Design zx_bus_write_capture_flat, sky130hd; sources not shown.
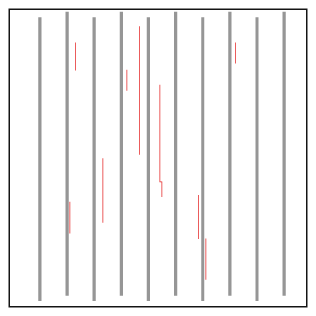
Figure 1: met4 routing.
Scale: 2 px per um. Supply wires on this layer in grey.
longest straight run: 63.9 um
wire length on this layer: 244 um
main direction: vertical
share of all routed wire: 1.6%
nets with wire on the layer: 5
Post-Route WL: 15100 um
vias post-DR: 4008

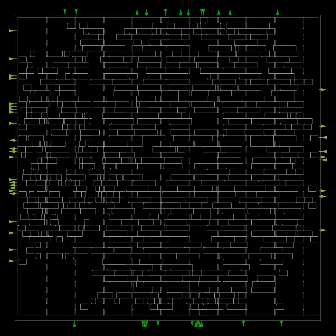
Figure 2: placement view.
row cnt: 53
Core Util, Final: 49.2%

==> flow_summary.yaml <==
# flow metrics
logic_synthesis:
  synthArstFlopShare_pct: 0
  syn_inst: 453
  ys_warn_count: 0
  yosysSeqAreaShare_pct: 75.1
  top_cells_by_count: "edfxtp_1 (168), dfxtp_1 (68), nor2b_1 (52), mux4_2 (42), mux2_2 (25)"
  syn_area_mm2: 0.00853
  synth_top_cell_by_count: "edfxtp_1"
  avgSynthCellArea_um2: 18.8
  synthesis.nets: 487
  edf_count: 168
  ys.flop_type: "edfxtp_1"
  synth_cell_type_count: 37
  yosysTopAreaCellShare_pct: 59.1
worst_setup_path:
  slowest_stage: "clkdlybuf4s50_1"
  critical_path_class: "reg2out"
  worstRegToRegCells: 5
  endpoint_kind: "primary output"
  cp.depth: 4
  crit_chain: "buf_16 > mux4_2 > mux2_2 > clkdlybuf4s50_1"
  path_delay_family: "multiplexers"
  max_stage_delay_ns: 0.55
  r2r_slack_ns: 0.94
  start_kind: "flop"
  cp.required_ns: 2.72
place:
  place_hpwl_um: 8640
  dpl_cell_area_mm2: 0.00951
  portBuffers: 55
  gp_congestion: 0.763
global_route:
  grtUsageTotal_pct: 14.5
  grt_max_degree: 43
  grt_pass1_wl_um: 23900
outcome:
  status: "completed"
hold_path:
  min_path_cells: 1
  worst_hold_path_type: "reg2reg"
timing:
  relSlewSlack_pct: 40.2
  setup_violations: 0
  layout_min_cycle_time_ns: 3.25
  fin_skew_ns: 0.00739
  drv_slew: 0
  report.final.hold_viol_count: 0
  period_used_pct: 95.6
  grt_setup_unrepaired: "false"
clock_network:
  worstSkewPairLatency_ns: 0.50
  htreeDepth: 1
  path_clk_slew_ns: 0.06
  cts.sinks: 236
  cts_buffer_depth: 3
  clockRootBuffer: "clkbuf_16"
  postCtsSetupBuffers: 0
  cts_tree: "yes"
layout:
  nets: 564
  flop_area_mm2: 0.00641
  area_delta_synth_final_pct: 21.0
  logic_area_mm2: 0.00206
  fillers: 1790
  largest_reg_flops: 168
  final_area_mm2: 0.0103
  antenna_cells: 0
drt:
  dr.first_iter.drc_count: 204
  post_drt_wl_per_cell_um: 18.4
  avgViaCountPerCell: 4.88
  drtPass1Iterations: 4
  ant_nets: 0
  drc: 0
pwr:
  irDropWorstVdd_mv: 0.257
  leakage_uw: 0.00334
  power_density_mw_per_mm2: 586
floorplan:
  io_pins: 56
  die_h_um: 148
  die_w_um: 148
job:
  maxCapViolations: 0
  warnings: 26
stage by stage:
stage | std cells | worst slack (ns) | hold slack, ns | util, %
after global routing | 822 | 0.0591 | 0.430 | 49.2
after floorplan | 453 | 0.471 | 0.389 | -
after global placement | 777 | 0.396 | 0.409 | 45.4
after detailed placement | 777 | 0.350 | 0.410 | 45.4
final | 822 | 0.151 | 0.419 | 49.2
after CTS | 821 | 0.0562 | 0.423 | 49.1
layout by cell type, fill, tap and decap left out, drive strengths merged, types with 9 or more instances in the layout:
cell           count
clkbuf            38
nor2              15
mux2              25
nor2b             52
mux4              42
nand2              9
buf               16
edfxtp           168
clkdlybuf4s50     54
dfxtp             68
where the power goes:
part	switching (uW)	internal, uW	leakage (uW)
registers	37.3	3100	0.00204
clock network	1010	1510	0.000390
logic	167	226	0.000910
per-layer routing:
metal / share of wire (%) / global-route usage [%] / vias to the layer above
met3: 4.6 / 2.56 / 20
li1: - / - / 1899
met2: 49 / 23.8 / 89
met4: 1.6 / 4.74 / 0
met1: 45 / 19.6 / 2000
met5: 0 / 0 / -
cell type report:
type,instances,area share [%]
Sequential cell,236,62.1
Multi-Input combinational cell,193,20.0
Clock buffer,37,7.20
Timing Repair Buffer,71,6.94
Tap cell,275,3.33
Clock inverter,7,0.340
Inverter,3,0.109
cells by family after synthesis:
group,synth area share [%]
and+or+nand+nor,6.59
buffers and inverters,1.23
adders and majority gates,0.821
muxes,14.5
AOI/OAI and AO/OA,1.31
xor gates and xnor gates,0.411
DFF,75.1
repair_timing:
item / CTS / global route
hold buffers: 0 / 0
resized: 0 / 1
setup endpoints to repair: 0 / 1
No activity file was given, so power comes from the tool's default toggle rates.
